<file path="config.mk">
export PLATFORM = sky130hd
export DESIGN_NAME = setcc_compare_unit_flat
export DESIGN_NICKNAME = d
export VERILOG_FILES = /design/src/rtl/setcc_pkg.sv /design/src/rtl/setcc_if.sv /design/src/rtl/setcc_chunk_adder.sv /design/src/rtl/setcc_compare_unit.sv /design/src/flat_wrapper.sv
export SDC_FILE = /design/constraint.sdc
export NUM_CORES = 1
export LEC_CHECK = 0
export ABC_AREA = 1
export CAP_MARGIN = 20
export CELL_PAD_IN_SITES_DETAIL_PLACEMENT = 1
export CELL_PAD_IN_SITES_GLOBAL_PLACEMENT = 1
export CORE_UTILIZATION = 33
export CTS_BUF_LIST = sky130_fd_sc_hd__clkbuf_2 sky130_fd_sc_hd__clkbuf_4 sky130_fd_sc_hd__clkbuf_8
export CTS_CLUSTER_DIAMETER = 60
export DETAILED_ROUTE_END_ITERATION = 8
export PLACE_DENSITY = 0.74
export RECOVER_POWER = 50
export SYNTH_ARGS = -nofsm -noshare
export SYNTH_HDL_FRONTEND = slang
export SYNTH_SLANG_ARGS = --single-unit
</file>
<file path="constraint.sdc">
create_clock -name clk -period 3.76 [get_ports clk]
set_clock_uncertainty 0.1 [all_clocks]
set_input_delay 0.376 -clock clk [delete_from_list [all_inputs] [get_ports clk]]
set_output_delay 0.376 -clock clk [all_outputs]
set_load 0.05 [all_outputs]
</file>
<file path="src/rtl/setcc_pkg.sv">
// Shared encodings for the set-condition compare unit: opcodes, FSM states, default sizes
// and the opcode-to-condition resolution helpers.
package setcc_pkg;

    localparam int SETCC_DEF_WIDTH = 32;
    localparam int SETCC_DEF_CHUNK = 8;

    // op_sel[3] selects a signed compare when signed support is built in
    localparam int SETCC_SIGNED_BIT = 3;

    typedef enum logic [2:0] {
        SETCC_SEQ  = 3'd0,
        SETCC_SNE  = 3'd1,
        SETCC_SLT  = 3'd2,
        SETCC_SGT  = 3'd3,
        SETCC_SLE  = 3'd4,
        SETCC_SGE  = 3'd5,
        SETCC_RSV6 = 3'd6,
        SETCC_RSV7 = 3'd7
    } setcc_op_e;

    localparam logic [1:0] ST_IDLE = 2'd0;
    localparam logic [1:0] ST_CALC = 2'd1;
    localparam logic [1:0] ST_DONE = 2'd2;

    function automatic logic setcc_is_rsvd(input logic [2:0] op);
        return (op == SETCC_RSV6) || (op == SETCC_RSV7);
    endfunction

    // Maps the compare opcode onto the Z flag and the less-than predicate
    function automatic logic setcc_resolve(input logic [2:0] op, input logic z, input logic lt);
        logic r;
        r = 1'b0;
        case (setcc_op_e'(op))
            SETCC_SEQ: r = z;
            SETCC_SNE: r = ~z;
            SETCC_SLT: r = lt;
            SETCC_SGT: r = ~lt & ~z;
            SETCC_SLE: r = lt | z;
            SETCC_SGE: r = ~lt;
            default:   r = 1'b0;
        endcase
        return r;
    endfunction

endpackage

</file>
<file path="src/rtl/setcc_if.sv">
// Issue-side request and writeback-side result channels of the set-condition compare unit.
interface setcc_if
    import setcc_pkg::*;
#(
    parameter int WIDTH = SETCC_DEF_WIDTH
);
    logic             in_valid;
    logic             in_ready;
    logic [WIDTH-1:0] op_a;
    logic [WIDTH-1:0] op_b;
    logic [3:0]       op_sel;
    logic             out_valid;
    logic             out_ready;
    logic [WIDTH-1:0] set_out;
    logic             flag_z;
    logic             flag_c;
    logic             flag_v;
    logic             op_err;

    modport master (
        output in_valid, op_a, op_b, op_sel, out_ready,
        input  in_ready, out_valid, set_out, flag_z, flag_c, flag_v, op_err
    );

    modport slave (
        input  in_valid, op_a, op_b, op_sel, out_ready,
        output in_ready, out_valid, set_out, flag_z, flag_c, flag_v, op_err
    );

endinterface

</file>
<file path="src/rtl/setcc_chunk_adder.sv">
// One CHUNK-bit slice of the A + ~B + 1 subtraction; reused every CALC cycle.
module setcc_chunk_adder #(
    parameter int CHUNK = 8
) (
    input  logic [CHUNK-1:0] a,
    input  logic [CHUNK-1:0] b,
    input  logic             cin,
    output logic [CHUNK-1:0] sum,
    output logic             cout
);

    always_comb begin
        {cout, sum} = {1'b0, a} + {1'b0, ~b} + {{CHUNK{1'b0}}, cin};
    end

endmodule

</file>
<file path="src/rtl/setcc_compare_unit.sv">
// Multi-cycle A-B compare producing Z/C/V flags and a 0/1 set value for SEQ..SGE.
// Build option: define SETCC_SIGNED_CMP_EN to honour op_sel[3] (signed compares) and drive flag_v.
module setcc_compare_unit
    import setcc_pkg::*;
#(
    parameter int WIDTH = SETCC_DEF_WIDTH,
    parameter int CHUNK = SETCC_DEF_CHUNK
) (
    input  logic   clk,
    input  logic   rst,
    input  logic   flush,
    setcc_if.slave bus
);

    localparam int NCHUNK = WIDTH / CHUNK;
    localparam int CNT_W  = (NCHUNK > 1) ? $clog2(NCHUNK) : 1;
    localparam logic [CNT_W-1:0] CNT_LAST = CNT_W'(NCHUNK - 1);

    generate
        if ((WIDTH % CHUNK) != 0) begin : g_bad_chunk
            $error("setcc_compare_unit: WIDTH must be a multiple of CHUNK");
        end
    endgenerate

    logic [1:0]       state_q;
    logic [CNT_W-1:0] cnt_q;
    logic             carry_q;
    logic             zacc_q;
    logic [WIDTH-1:0] a_q;
    logic [WIDTH-1:0] b_q;
    logic [2:0]       op_q;

    logic             set_q;
    logic             flag_z_q;
    logic             flag_c_q;
    logic             flag_v_q;
    logic             op_err_q;

    logic [CHUNK-1:0] a_chunk;
    logic [CHUNK-1:0] b_chunk;
    logic [CHUNK-1:0] sum_w;
    logic             cout_w;

    logic             accept;
    logic             last_chunk;
    logic             z_fin;
    logic             c_fin;
    logic             v_fin;
    logic             lt_fin;

    assign accept     = (state_q == ST_IDLE) && bus.in_valid;
    assign last_chunk = (cnt_q == CNT_LAST);

    always_comb begin
        a_chunk = a_q[cnt_q*CHUNK +: CHUNK];
        b_chunk = b_q[cnt_q*CHUNK +: CHUNK];
    end

    setcc_chunk_adder #(
        .CHUNK (CHUNK)
    ) u_adder (
        .a    (a_chunk),
        .b    (b_chunk),
        .cin  (carry_q),
        .sum  (sum_w),
        .cout (cout_w)
    );

    // Flag values as they stand on the edge that consumes the top chunk
    assign z_fin = ~(zacc_q | (|sum_w));
    assign c_fin = cout_w;

`ifdef SETCC_SIGNED_CMP_EN
    logic sgn_q;
    logic n_fin;

    assign n_fin  = sum_w[CHUNK-1];
    assign v_fin  = (a_q[WIDTH-1] ^ b_q[WIDTH-1]) & (n_fin ^ a_q[WIDTH-1]);
    assign lt_fin = sgn_q ? (n_fin ^ v_fin) : ~c_fin;

    always_ff @(posedge clk) begin
        if (accept && !flush) begin
            sgn_q <= bus.op_sel[SETCC_SIGNED_BIT];
        end
    end
`else
    logic sign_unused;

    assign sign_unused = bus.op_sel[SETCC_SIGNED_BIT];
    assign v_fin       = 1'b0;
    assign lt_fin      = ~c_fin;
`endif

    // Operands are data only: captured at the accept edge, never reset
    always_ff @(posedge clk) begin
        if (accept && !flush) begin
            a_q  <= bus.op_a;
            b_q  <= bus.op_b;
            op_q <= bus.op_sel[2:0];
        end
    end

    always_ff @(posedge clk or posedge rst) begin
        if (rst) begin
            state_q  <= ST_IDLE;
            cnt_q    <= '0;
            carry_q  <= 1'b1;
            zacc_q   <= 1'b0;
            set_q    <= 1'b0;
            flag_z_q <= 1'b0;
            flag_c_q <= 1'b0;
            flag_v_q <= 1'b0;
            op_err_q <= 1'b0;
        end else if (flush) begin
            state_q <= ST_IDLE;
            cnt_q   <= '0;
        end else begin
            case (state_q)
                ST_IDLE: begin
                    if (bus.in_valid) begin
                        state_q <= ST_CALC;
                        cnt_q   <= '0;
                        carry_q <= 1'b1;
                        zacc_q  <= 1'b0;
                    end
                end
                ST_CALC: begin
                    carry_q <= cout_w;
                    zacc_q  <= zacc_q | (|sum_w);
                    cnt_q   <= cnt_q + CNT_W'(1);
                    if (last_chunk) begin
                        state_q  <= ST_DONE;
                        cnt_q    <= '0;
                        set_q    <= setcc_resolve(op_q, z_fin, lt_fin);
                        flag_z_q <= z_fin;
                        flag_c_q <= c_fin;
                        flag_v_q <= v_fin;
                        op_err_q <= setcc_is_rsvd(op_q);
                    end
                end
                ST_DONE: begin
                    if (bus.out_ready) begin
                        state_q <= ST_IDLE;
                    end
                end
                default: begin
                    state_q <= ST_IDLE;
                end
            endcase
        end
    end

    assign bus.in_ready  = (state_q == ST_IDLE);
    assign bus.out_valid = (state_q == ST_DONE);
    assign bus.set_out   = {{(WIDTH-1){1'b0}}, set_q};
    assign bus.flag_z    = flag_z_q;
    assign bus.flag_c    = flag_c_q;
    assign bus.flag_v    = flag_v_q;
    assign bus.op_err    = op_err_q;

endmodule

</file>
<file path="src/flat_wrapper.sv">
// flat-port wrapper written by rule: the top's interface ports become plain ports
module setcc_compare_unit_flat import setcc_pkg::*;
#(
    parameter int WIDTH = SETCC_DEF_WIDTH,
    parameter int CHUNK = SETCC_DEF_CHUNK
)
  (clk, rst, flush, bus_in_valid, bus_op_a, bus_op_b, bus_op_sel, bus_out_ready, bus_in_ready, bus_out_valid, bus_set_out, bus_flag_z, bus_flag_c, bus_flag_v, bus_op_err);
  setcc_if #(.WIDTH(WIDTH)) bus_i ();
  input  logic clk;
  input  logic rst;
  input  logic flush;
  input wire logic [$bits(bus_i.in_valid)-1:0] bus_in_valid;
  input wire logic [$bits(bus_i.op_a)-1:0] bus_op_a;
  input wire logic [$bits(bus_i.op_b)-1:0] bus_op_b;
  input wire logic [$bits(bus_i.op_sel)-1:0] bus_op_sel;
  input wire logic [$bits(bus_i.out_ready)-1:0] bus_out_ready;
  output wire logic [$bits(bus_i.in_ready)-1:0] bus_in_ready;
  output wire logic [$bits(bus_i.out_valid)-1:0] bus_out_valid;
  output wire logic [$bits(bus_i.set_out)-1:0] bus_set_out;
  output wire logic [$bits(bus_i.flag_z)-1:0] bus_flag_z;
  output wire logic [$bits(bus_i.flag_c)-1:0] bus_flag_c;
  output wire logic [$bits(bus_i.flag_v)-1:0] bus_flag_v;
  output wire logic [$bits(bus_i.op_err)-1:0] bus_op_err;
  assign bus_i.in_valid = bus_in_valid;
  assign bus_i.op_a = bus_op_a;
  assign bus_i.op_b = bus_op_b;
  assign bus_i.op_sel = bus_op_sel;
  assign bus_i.out_ready = bus_out_ready;
  assign bus_in_ready = bus_i.in_ready;
  assign bus_out_valid = bus_i.out_valid;
  assign bus_set_out = bus_i.set_out;
  assign bus_flag_z = bus_i.flag_z;
  assign bus_flag_c = bus_i.flag_c;
  assign bus_flag_v = bus_i.flag_v;
  assign bus_op_err = bus_i.op_err;
  setcc_compare_unit #(.WIDTH(WIDTH), .CHUNK(CHUNK)) u_core (.clk(clk), .rst(rst), .flush(flush), .bus(bus_i));
endmodule
</file>
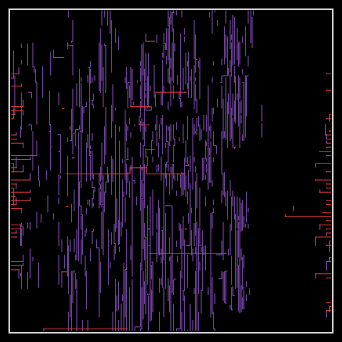
(signal wires by layer)
Scale: 3 px per um. Two of the layers only.
Key: metal 3 = red [wire length 302 um]; metal 2 = purple [wire length 4,360 um]

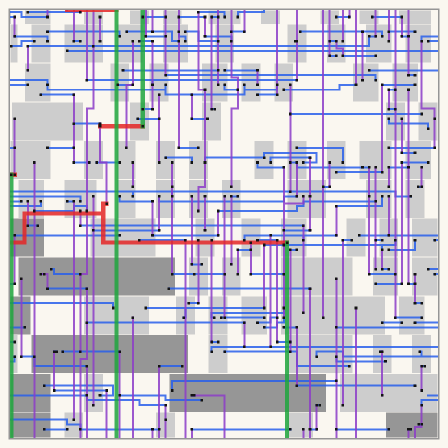
(layout detail)
Region (39, 39) to (69, 69) um. Cells in gray, sequential cells in the stronger gray; small squares are vias.
Key: metal 1 = blue; metal 4 = green; metal 2 = purple; metal 3 = red
Netlist names of flops here include u_core.a_q (2), u_core.b_q (1). 71 logic cells have their middle in the window. Sequential cells in the window: 3. Most frequent: nand2_1 (19), inv_1 (12), nand3_1 (10).

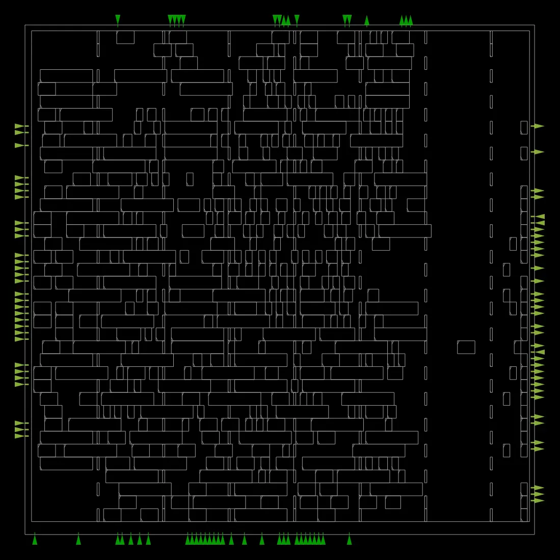
(placed standard cells)
Tapcells: 140
Util after Layout: 43.42%

==> run_results.csv <==
group,metric,value,unit
final_timing,fmax,296.9,MHz
global_routing,grt_first_pass_wirelength,13.19,mm
clock_tree,cts_num_sinks,77,
clock_tree,postCtsSetupBuffers,0,
placement,place_area,0.004484,mm2
clock_tree,clkLatencyLatePin,370,ps
yosys,ys_cells,340,
final_layout,nets,505,
final_layout,synthToLayoutAreaGrowth,28.62,%
die,die_area,0.01152,mm2
final_timing,fin_crit_sh,89.58,%
final_timing,setup_viol,0,
final_timing,maxSlewViolCount,28,
global_routing,grt_pass1_vias,2774,
clock_tree,cts_tree,"yes",
die,io_pins,111,
drt,avgViaCountPerCell,4.594,
clock_tree,cts_resized,0,
die,die_w,107.3,um
yosys,synth.cell_area,0.003660,mm2
drt,first_pass_iters,4,
placement,portBuffers,77,
power_and_ir_drop,p_seq,0.00100,W
run_status,violations,"max-capacitance violations, max-slew violations",
final_timing,worstMarginPinSlew,1579,ps
critical_path,crit_chain,"inv_2, o21ai_0, o22ai_1, fa_1, fa_1, inv_1, nand2_1, nand2_2, nand3_1, nand2_1, nand3_1, nor2_2, nand2_2, nand3_2, nand3_2, nand2_1, nand2_1",
power_and_ir_drop,power_frac_clock,33.6,%
clock_tree,htreeDepth,3,
die,die_y,107.3,um
final_layout,final_area,0.004707,mm2
global_routing,track_usage,15.62,%
yosys,yosys_register_bits,77,
power_and_ir_drop,p_comb,0.000472,W
die,num_rows,38,
critical_path,reg2reg_depth,17,
power_and_ir_drop,switchingPower,0.0006348,W
final_layout,nFillCells,1247,
job,maxCapViolCount,1,
final_layout,diodes,0,
drt,drc,0,
min_path,hp-class,"primary input to asynchronous set/reset pin",
drt,postRouteAntennaNets,0,
run_status,status,"finished, violations left",
drt,vias,2605,
clock_tree,clk_pin_slew_worst_paths,80,ps
final_layout,final_cell_mix,"nand2_1, dlygate4sd3_1, edfxtp_1",
yosys,yosysUniqueCellTypes,28,
global_routing,grt_max_degree,41,
power_and_ir_drop,leakage,1.919,nW
final_timing,min_period,3368,ps
critical_path,r2r_end,"u_core.set_q",
job,warnings,27,
drt,drt-total-wl,8.183,mm
global_routing,antenna_found_initial,0,
critical_path,reg2reg_from,"u_core.cnt_q[0]",
critical_path,path_max_fanout,15,
yosys,ys_seq_share,61.85,%
die,core,0.01084,mm2
power_and_ir_drop,p_per_area,471.9,mW/mm2
critical_path,cp_slowest_cell,"dfrtp_1",
power_and_ir_drop,powerClk,0.000747,W
power_and_ir_drop,peakVddDrop,0.2431,mV
placement,gp_congestion,0.7760,
critical_path,critPathRequiredTime,3910,ps
critical_path,critPathMostFrequentCell,"nand2_1",
clock_tree,cts_buffers,9,
power_and_ir_drop,internal_power,0.001586,W
critical_path,worstSetupStartpointType,"register",
final_timing,timing.slew.headroom,-5.284,%
yosys,ys_area,0.003660,mm2
critical_path,path_class,"register to register",
drt,drtIter0Drc,69,
drt,wl_per_cell,14.43,um
critical_path,arrival,3520,ps
final_timing,setup_tns,0,ps
clock_tree,cts_hold_buffers,0,
critical_path,reg2reg_slack,390,ps
yosys,yosys_warnings,0,
==> synth_stat cells <==
cell type | count | area, um2
o21a_1 | 1 | 7.510
a31oi_1 | 1 | 6.260
nand2_1 | 70 | 262.8
dfstp_2 | 1 | 26.28
inv_1 | 27 | 101.4
nand3b_1 | 1 | 7.510
clkbuf_1 | 8 | 30.03
edfxtp_1 | 67 | 2012
buf_4 | 33 | 247.7
nand3_1 | 14 | 70.07
o22ai_1 | 9 | 56.30
a32o_1 | 7 | 70.07
a32oi_1 | 2 | 17.52
conb_1 | 1 | 3.750
nand3_2 | 2 | 20.02
or2_1 | 2 | 12.51
dfrtp_1 | 9 | 225.2
ha_1 | 8 | 100.1
inv_2 | 3 | 11.26
nor3_1 | 1 | 5.000
nand4_1 | 2 | 12.51
buf_2 | 1 | 5.000
nor2_1 | 28 | 105.1
o21ai_0 | 22 | 110.1
nor2_2 | 1 | 6.260
nand2_2 | 2 | 12.51
fa_1 | 2 | 40.04
a21oi_1 | 15 | 75.07
==> worst max-delay path: cells and delay by family, from the launching register on <==
kind	cells	cell delay [ps]
DFF	1	660
adders and majority gates	2	850
AOI/OAI and AO/OA	2	400
and+or+nand+nor	11	910
buffers and inverters	2	350
==> through the flow <==
step	setup slack (ps)	total power [W]	utilization [%]	hold slack, ps	std cells
2_1_floorplan	190.6	0.001372	-	115.5	371
3_3_place_gp	603.9	0.001494	41.37	374.0	551
3_5_place_dp	380.1	0.001514	41.37	389.4	551
4_1_cts	376.6	0.002262	43.56	183.9	567
5_1_grt	98.48	0.002329	43.42	378.0	567
6_report	391.6	0.002221	43.42	327.6	567
==> logic make-up (layout without fill, tap and decap cells) <==
logic type,Yosys count,in the layout,synth area share (%)
fa+ha+maj,10,10,3.829
compound gates,57,57,9.368
other cells,1,32,0.1025
flops,77,77,61.85
simple gates,123,123,14.05
buf+inv,72,128,10.80
==> layer usage <==
layer / share of wire, % / GRT usage [%] / up-vias
met4: 3.0 / 9.589 / 0
met5: 0 / 0 / -
met1: 40 / 16.97 / 1237
li1: - / - / 1269
met3: 3.7 / 2.542 / 16
met2: 53 / 28.34 / 83
==> how the worst max path moves through the flow <==
stage,startpoint,to,slack (ps),depth (start not counted)
after floorplan,u_core.state_q[0],u_core.a_q[0],190,3
after global placement,u_core.cnt_q[0],u_core.set_q,600,17
after detailed placement,u_core.cnt_q[0],u_core.set_q,380,17
after CTS,u_core.cnt_q[0],u_core.set_q,380,17
after global routing,u_core.cnt_q[0],u_core.set_q,100,17
final,u_core.cnt_q[0],u_core.set_q,390,17
==> final cells by class <==
cell class / count / area, um2 / area share [%]
repair buffers: 82 / 800.8 / 17.01
multi-input cells: 222 / 1117 / 23.74
flip-flops and latches: 77 / 2263 / 48.09
well taps: 140 / 175.2 / 3.721
clock buffers: 9 / 123.9 / 2.632
inverters: 30 / 112.6 / 2.392
clock inverters: 7 / 113.9 / 2.419
==> sequential cells by signal, summed over array words and instances, names as in the netlist <==
register / count
u_core.cnt_q: 2
u_core.bus.flag_c: 1
u_core.bus.op_err: 1
u_core.zacc_q: 1
u_core.op_q: 3
u_core.state_q: 2
u_core.a_q: 32
u_core.set_q: 1
u_core.b_q: 32
u_core.carry_q: 1
u_core.bus.flag_z: 1
Power figures rest on the tool's default switching activity, not on a simulated workload.
